==> config.mk <==
export PLATFORM = sky130hd
export DESIGN_NAME = mips_mc_ctrl
export DESIGN_NICKNAME = d
export VERILOG_FILES = /design/src/rtl/mips_ctrl_pkg.sv /design/src/rtl/mips_ctrl_outdec.sv /design/src/rtl/mips_mc_ctrl.sv
export SDC_FILE = /design/constraint.sdc
export NUM_CORES = 1
export LEC_CHECK = 0
export CORE_MARGIN = 2
export CORE_UTILIZATION = 50
export DETAILED_ROUTE_END_ITERATION = 12
export HOLD_SLACK_MARGIN = 0.05
export PLACE_DENSITY_LB_ADDON = 0.2
export SLEW_MARGIN = 20
export SYNTH_ARGS = -nofsm -noshare
export SYNTH_HDL_FRONTEND = slang
export SYNTH_HIERARCHICAL = 1
export SYNTH_SLANG_ARGS = --single-unit
==> constraint.sdc <==
create_clock -name clk -period 4.45 [get_ports clk]
set_input_delay 0.6675 -clock clk [delete_from_list [all_inputs] [get_ports clk]]
set_output_delay 0.6675 -clock clk [all_outputs]
set_load 0.1 [all_outputs]
==> src/rtl/mips_ctrl_pkg.sv <==
// Shared types for the multicycle MIPS controller: FSM states, opcodes, mux encodings, strobe bundle.
// Pure declarations; no timing or flow-control behaviour of its own.
package mips_ctrl_pkg;

  typedef enum logic [3:0] {
    FETCH,
    DECODE,
    MEMADR,
    MEMRD,
    MEMWB,
    MEMWR,
    RTYPEEX,
    RTYPEWB,
    BEQEX,
    IMMEX,
    IMMWB,
    JEX
  } state_t;

  localparam logic [5:0] OP_RTYPE = 6'h00;
  localparam logic [5:0] OP_J     = 6'h02;
  localparam logic [5:0] OP_BEQ   = 6'h04;
  localparam logic [5:0] OP_ADDI  = 6'h08;
  localparam logic [5:0] OP_ORI   = 6'h0D;
  localparam logic [5:0] OP_LW    = 6'h23;
  localparam logic [5:0] OP_SW    = 6'h2B;

  localparam logic [1:0] ALUOP_ADD   = 2'b00;
  localparam logic [1:0] ALUOP_SUB   = 2'b01;
  localparam logic [1:0] ALUOP_FUNCT = 2'b10;
  localparam logic [1:0] ALUOP_OR    = 2'b11;

  localparam logic [1:0] PCSRC_ALU    = 2'b00;
  localparam logic [1:0] PCSRC_ALUOUT = 2'b01;
  localparam logic [1:0] PCSRC_JUMP   = 2'b10;

  localparam logic [1:0] SRCB_REG    = 2'b00;
  localparam logic [1:0] SRCB_FOUR   = 2'b01;
  localparam logic [1:0] SRCB_IMM    = 2'b10;
  localparam logic [1:0] SRCB_BRANCH = 2'b11;

  typedef struct packed {
    logic       pc_write;
    logic       branch;
    logic       iord;
    logic       mem_read;
    logic       mem_write;
    logic       ir_write;
    logic       reg_dst;
    logic       mem_to_reg;
    logic       reg_write;
    logic       alu_src_a;
    logic       ext_zero;
    logic       illegal;
    logic       bus_err;
    logic [1:0] pc_src;
    logic [1:0] alu_src_b;
    logic [1:0] alu_op;
  } ctrl_t;

  // FETCH doubles as the "unknown opcode" target, so no legal opcode may map to it.
  function automatic state_t decode_next(input logic [5:0] op);
    state_t nxt;
    case (op)
      OP_LW, OP_SW:     nxt = MEMADR;
      OP_RTYPE:         nxt = RTYPEEX;
      OP_BEQ:           nxt = BEQEX;
      OP_ADDI, OP_ORI:  nxt = IMMEX;
      OP_J:             nxt = JEX;
      default:          nxt = FETCH;
    endcase
    return nxt;
  endfunction

  function automatic logic op_legal(input logic [5:0] op);
    return decode_next(op) != FETCH;
  endfunction

endpackage

==> src/rtl/mips_ctrl_outdec.sv <==
// Combinational state-to-strobe decode; zero latency, outputs forced low while reset is held.
// An abort cycle raises bus_err and masks every write strobe.
module mips_ctrl_outdec
  import mips_ctrl_pkg::*;
(
  input  logic       rst_n,
  input  state_t     state,
  input  logic [5:0] op_q,
  input  logic [5:0] opcode,
  input  logic       mem_ready,
  input  logic       abort,
  output ctrl_t      ctrl
);

  logic is_ori;

  assign is_ori = (op_q == OP_ORI);

  always_comb begin
    ctrl = '0;
    case (state)
      FETCH: begin
        ctrl.mem_read  = 1'b1;
        ctrl.alu_src_b = SRCB_FOUR;
        ctrl.ir_write  = mem_ready;
        ctrl.pc_write  = mem_ready;
      end
      DECODE: begin
        ctrl.alu_src_b = SRCB_BRANCH;
        ctrl.illegal   = !op_legal(opcode);
      end
      MEMADR: begin
        ctrl.alu_src_a = 1'b1;
        ctrl.alu_src_b = SRCB_IMM;
      end
      MEMRD: begin
        ctrl.iord     = 1'b1;
        ctrl.mem_read = 1'b1;
      end
      MEMWB: begin
        ctrl.reg_write  = 1'b1;
        ctrl.mem_to_reg = 1'b1;
      end
      MEMWR: begin
        ctrl.iord      = 1'b1;
        ctrl.mem_write = 1'b1;
      end
      RTYPEEX: begin
        ctrl.alu_src_a = 1'b1;
        ctrl.alu_src_b = SRCB_REG;
        ctrl.alu_op    = ALUOP_FUNCT;
      end
      RTYPEWB: begin
        ctrl.reg_write = 1'b1;
        ctrl.reg_dst   = 1'b1;
      end
      BEQEX: begin
        ctrl.alu_src_a = 1'b1;
        ctrl.alu_src_b = SRCB_REG;
        ctrl.alu_op    = ALUOP_SUB;
        ctrl.branch    = 1'b1;
        ctrl.pc_src    = PCSRC_ALUOUT;
      end
      IMMEX: begin
        ctrl.alu_src_a = 1'b1;
        ctrl.alu_src_b = SRCB_IMM;
        ctrl.alu_op    = is_ori ? ALUOP_OR : ALUOP_ADD;
        ctrl.ext_zero  = is_ori;
      end
      IMMWB: begin
        ctrl.reg_write = 1'b1;
        ctrl.ext_zero  = is_ori;
      end
      JEX: begin
        ctrl.pc_write = 1'b1;
        ctrl.pc_src   = PCSRC_JUMP;
      end
      default: ;
    endcase

    // abort is only ever raised with mem_ready low, so a completing access always wins
    if (abort) begin
      ctrl.bus_err   = 1'b1;
      ctrl.pc_write  = 1'b0;
      ctrl.ir_write  = 1'b0;
      ctrl.mem_write = 1'b0;
      ctrl.reg_write = 1'b0;
    end

    if (!rst_n) ctrl = '0;
  end

endmodule

==> src/rtl/mips_mc_ctrl.sv <==
// Multicycle MIPS control FSM with memory wait counter; 3-5 cycles per instruction.
// Stalls in FETCH/MEMRD/MEMWR until mem_ready, aborting to FETCH with bus_err after WAIT_LIMIT waits.
module mips_mc_ctrl
  import mips_ctrl_pkg::*;
#(
  parameter int WAIT_LIMIT = 255
) (
  input  logic       clk,
  input  logic       rst_n,
  input  logic [5:0] opcode,
  input  logic       mem_ready,
  output logic       pc_write,
  output logic       branch,
  output logic       iord,
  output logic       mem_read,
  output logic       mem_write,
  output logic       ir_write,
  output logic       reg_dst,
  output logic       mem_to_reg,
  output logic       reg_write,
  output logic       alu_src_a,
  output logic       ext_zero,
  output logic       illegal,
  output logic       bus_err,
  output logic [1:0] pc_src,
  output logic [1:0] alu_src_b,
  output logic [1:0] alu_op
);

  localparam logic [7:0] WAIT_LIM = 8'(WAIT_LIMIT);

  state_t     state_q;
  state_t     state_d;
  logic [5:0] op_q;
  logic [7:0] wait_cnt_q;
  logic       waiting;
  logic       abort;
  ctrl_t      ctrl;

  always_comb begin
    waiting = (state_q == FETCH) || (state_q == MEMRD) || (state_q == MEMWR);
    abort   = waiting && !mem_ready && (wait_cnt_q == WAIT_LIM);

    state_d = state_q;
    case (state_q)
      FETCH:   if (mem_ready) state_d = DECODE;
      DECODE:  state_d = decode_next(opcode);
      MEMADR:  state_d = (op_q == OP_LW) ? MEMRD : MEMWR;
      MEMRD:   if (mem_ready) state_d = MEMWB;
               else if (abort) state_d = FETCH;
      MEMWB:   state_d = FETCH;
      MEMWR:   if (mem_ready || abort) state_d = FETCH;
      RTYPEEX: state_d = RTYPEWB;
      RTYPEWB: state_d = FETCH;
      BEQEX:   state_d = FETCH;
      IMMEX:   state_d = IMMWB;
      IMMWB:   state_d = FETCH;
      JEX:     state_d = FETCH;
      default: state_d = FETCH;
    endcase
  end

  always_ff @(posedge clk or negedge rst_n) begin
    if (!rst_n) begin
      state_q    <= FETCH;
      op_q       <= '0;
      wait_cnt_q <= '0;
    end else begin
      state_q <= state_d;
      if (state_q == DECODE) op_q <= opcode;
      // an abort out of FETCH re-enters FETCH, which counts as a fresh entry
      if (abort || (state_d != state_q)) wait_cnt_q <= '0;
      else if (waiting && !mem_ready)    wait_cnt_q <= wait_cnt_q + 8'd1;
    end
  end

  mips_ctrl_outdec u_outdec (
    .rst_n     (rst_n),
    .state     (state_q),
    .op_q      (op_q),
    .opcode    (opcode),
    .mem_ready (mem_ready),
    .abort     (abort),
    .ctrl      (ctrl)
  );

  assign pc_write   = ctrl.pc_write;
  assign branch     = ctrl.branch;
  assign iord       = ctrl.iord;
  assign mem_read   = ctrl.mem_read;
  assign mem_write  = ctrl.mem_write;
  assign ir_write   = ctrl.ir_write;
  assign reg_dst    = ctrl.reg_dst;
  assign mem_to_reg = ctrl.mem_to_reg;
  assign reg_write  = ctrl.reg_write;
  assign alu_src_a  = ctrl.alu_src_a;
  assign ext_zero   = ctrl.ext_zero;
  assign illegal    = ctrl.illegal;
  assign bus_err    = ctrl.bus_err;
  assign pc_src     = ctrl.pc_src;
  assign alu_src_b  = ctrl.alu_src_b;
  assign alu_op     = ctrl.alu_op;

endmodule

Fig. 1: M2 wires
Drawn at 4 px/um. Cells faint in the background.
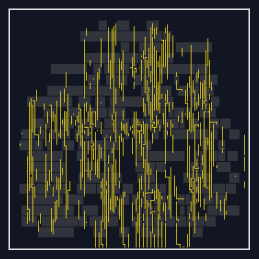
main direction: vertical
wire length on this layer: 1,670 um
share of all routed wire: 45%
longest straight run: 24.1 um
nets with wire on the layer: 185

Fig. 2: congestion heat map
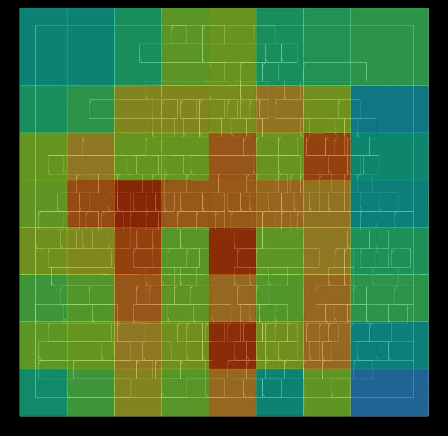
busiest grt layer: met1
WL per Instance: 15.3 um
GR Layer Usage met3: 2.84%

Fig. 3: sequential cells grouped by signal name
Drawn at 8 px/um. Other cells in grey.
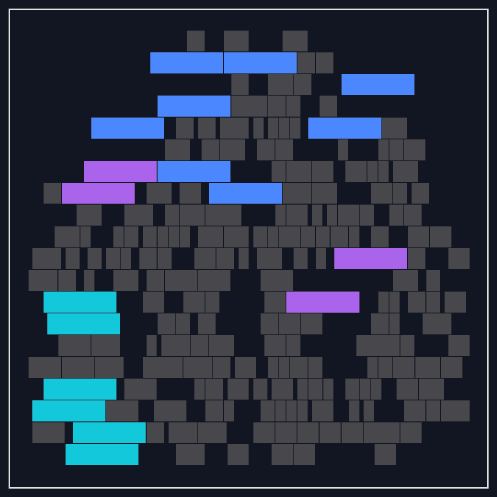
| colour | name in the netlist | sequential cells |
|---|---|---|
| cyan | op_q | 6 |
| purple | state_q | 4 |
| blue | wait_cnt_q | 8 |

==> results.yml <==
# generated from flow reports
floorplan:
  fp_util_pct: 51.5
  die_x_um: 59.6
  io_pins: 28
  die_h_um: 59.6
  core_area_sq_um: 3000
  rows: 20
  chipArea_sq_um: 3560
run:
  tool_warnings: 26
  maxCapViolations: 0
detailed_routing:
  wl_met2_um: 1670
  drc: 0
  highest_layer: "met4"
  dr.pass1.iters: 4
  wl_met1_um: 1760
  avgViaCountPerCell: 6.25
  drt-total-wl_um: 3700
  final_antenna_net_count: 0
  met3WireLength_um: 214
  drt_iter0_markers: 108
  vias: 1512
timing:
  period_minus_slack_ns: 3.17
  hold_viol_final: 0
  post-route-worst-setup-slack_ns: 1.28
  setup_viol: 0
  fin_setup_tns_ns: 0
  worstMarginPinSlew_ns: 0.708
  rsz0062_at_grt: "false"
  clock_skew_ns: 0.00123
  max_freq_mhz: 316
  period_used_pct: 71.2
  holdWs_ns: 0.531
  timing.slew.headroom_pct: 52.8
  drv_slew: 0
worst_setup_path:
  slowest_delay_ns: 0.82
  slowest_stage: "dfrtp_1"
  worst-path-stages: 7
  reg2reg_from: "state_q[0]"
  r2r_slack_ns: 1.93
  rr_worst_depth: 5
  cpLargestDelayFamily: "flip-flops"
  required_ns: 3.78
  worstPathMaxFanout: 24
  reg2reg_to: "wait_cnt_q[0]"
  crit_chain: "inv_1 -> o211a_1 -> nand2_1 -> inv_1 -> nand2b_1 -> a21oi_1 -> buf_4"
  endpoint: "reg_write"
  crit_top_cell: "inv_1"
  path_buffers: 3
  cp.arrival_ns: 2.50
  critPathLaunchType: "register"
  critPathKind: "register to primary output"
  crit_start: "state_q[0]"
  endpoint_kind: "primary output"
clocking:
  worstSkewPairLatency_ns: 0.29
  post_cts_buffers: 0
  cts-root-buf: "clkbuf_4"
  cts.sinks: 18
  cts_tree: "yes"
  cts_buffer_depth: 2
  holdBufCountCts: 0
  cts_resized: 0
  path_clk_slew_ns: 0.10
  numCtsBuffers: 3
  h-tree-depth: 1
yosys:
  syn_inst: 186
  yosys_warnings: 6
  ys_area_sq_um: 1550
  synthTopLogicFamily: "simple AND/OR/NAND/NOR gates"
  ys_seq_share_pct: 29.1
  ys_sh_simple_pct: 34.5
  yosys.area.top_type_share_pct: 29.1
  ys_types: 60
  synthAoiAreaFrac_pct: 17.9
  ys_top_cells_by_count: "nand2_1, dfrtp_1, nor2_1"
  synth_flops: 18
  ys_sh_xor_pct: 5.66
  topCellsByArea: "dfrtp_1, nand2_1, nor4_1"
  adder_share_pct: 1.46
  post-synth-top-count-cell: "nand2_1"
  async_reset_ff_share_pct: 100
  synth-edff-count: 0
  fp_nets: 196
  netlist_area_sq_um: 1550
  largest_area_cell: "dfrtp_1"
  syn_area_per_cell_sq_um: 8.32
  synthFlopType: "dfrtp_1"
  ys_cells: 186
  mux_area_share_pct: 5.01
layout:
  n_antenna_cell: 0
  layout_top_cell: "buf_4"
  layout_top_cells: "buf_4, nand2_1, dfrtp_1"
  fin_cells: 242
  fin_area_sq_um: 1790
  nets: 220
  final_util_pct: 59.5
  area_growth_pct: 15.4
  drive_above_1_share_pct: 19.1
min_path:
  holdPathEnd: "op_q[1]"
  hold_depth: 1
  hold_path_class: "register to register"
  hp-start: "op_q[1]"
place:
  post-place-ws_ns: 1.31
  hpwl_um: 2700
  io_buffers: 27
  placed_cell_area_sq_um: 1750
  dpl.cell_count: 238
  gp_congestion: 0.887
global_routing:
  grt_pass1_wl_um: 6130
  met1_usage_pct: 36.1
  grt_max_degree: 25
  grt_pass1_vias: 1248
  grt_use_total_pct: 22.8
  gr-usage-met2_pct: 32.0
  antenna_found_initial: 0
  overflow: 0
pwr:
  powerDensity_nw_per_um2: 555
  leakage_nw: 0.741
  power.total_w: 0.000991
  ir_worst_vdd_v: 0.000321
status:
  status: "finished, final reports clean"
[cell type report]
class	instances	area [sq um]
Multi-Input combinational cell	151	998
Fill cell	270	1220
Clock buffer	4	36.3
Timing Repair Buffer	28	230
Inverter	8	30.0
Sequential cell	18	450
Tap cell	33	41.3
[flip-flops by register name (all words and copies together) (netlist names)]
| signal | cells |
|---|---|
| state_q | 4 |
| op_q | 6 |
| wait_cnt_q | 8 |
[where the power goes]
| part | total (W) | switching (W) | leakage, nW | internal, W |
|---|---|---|---|---|
| clock | 0.000100 | 0.0000502 | 0.0210 | 0.0000498 |
| sequential | 0.000297 | 0.0000911 | 0.235 | 0.000206 |
| combinational | 0.000594 | 0.000397 | 0.485 | 0.000197 |
No activity file was given, so power comes from the tool's default toggle rates.
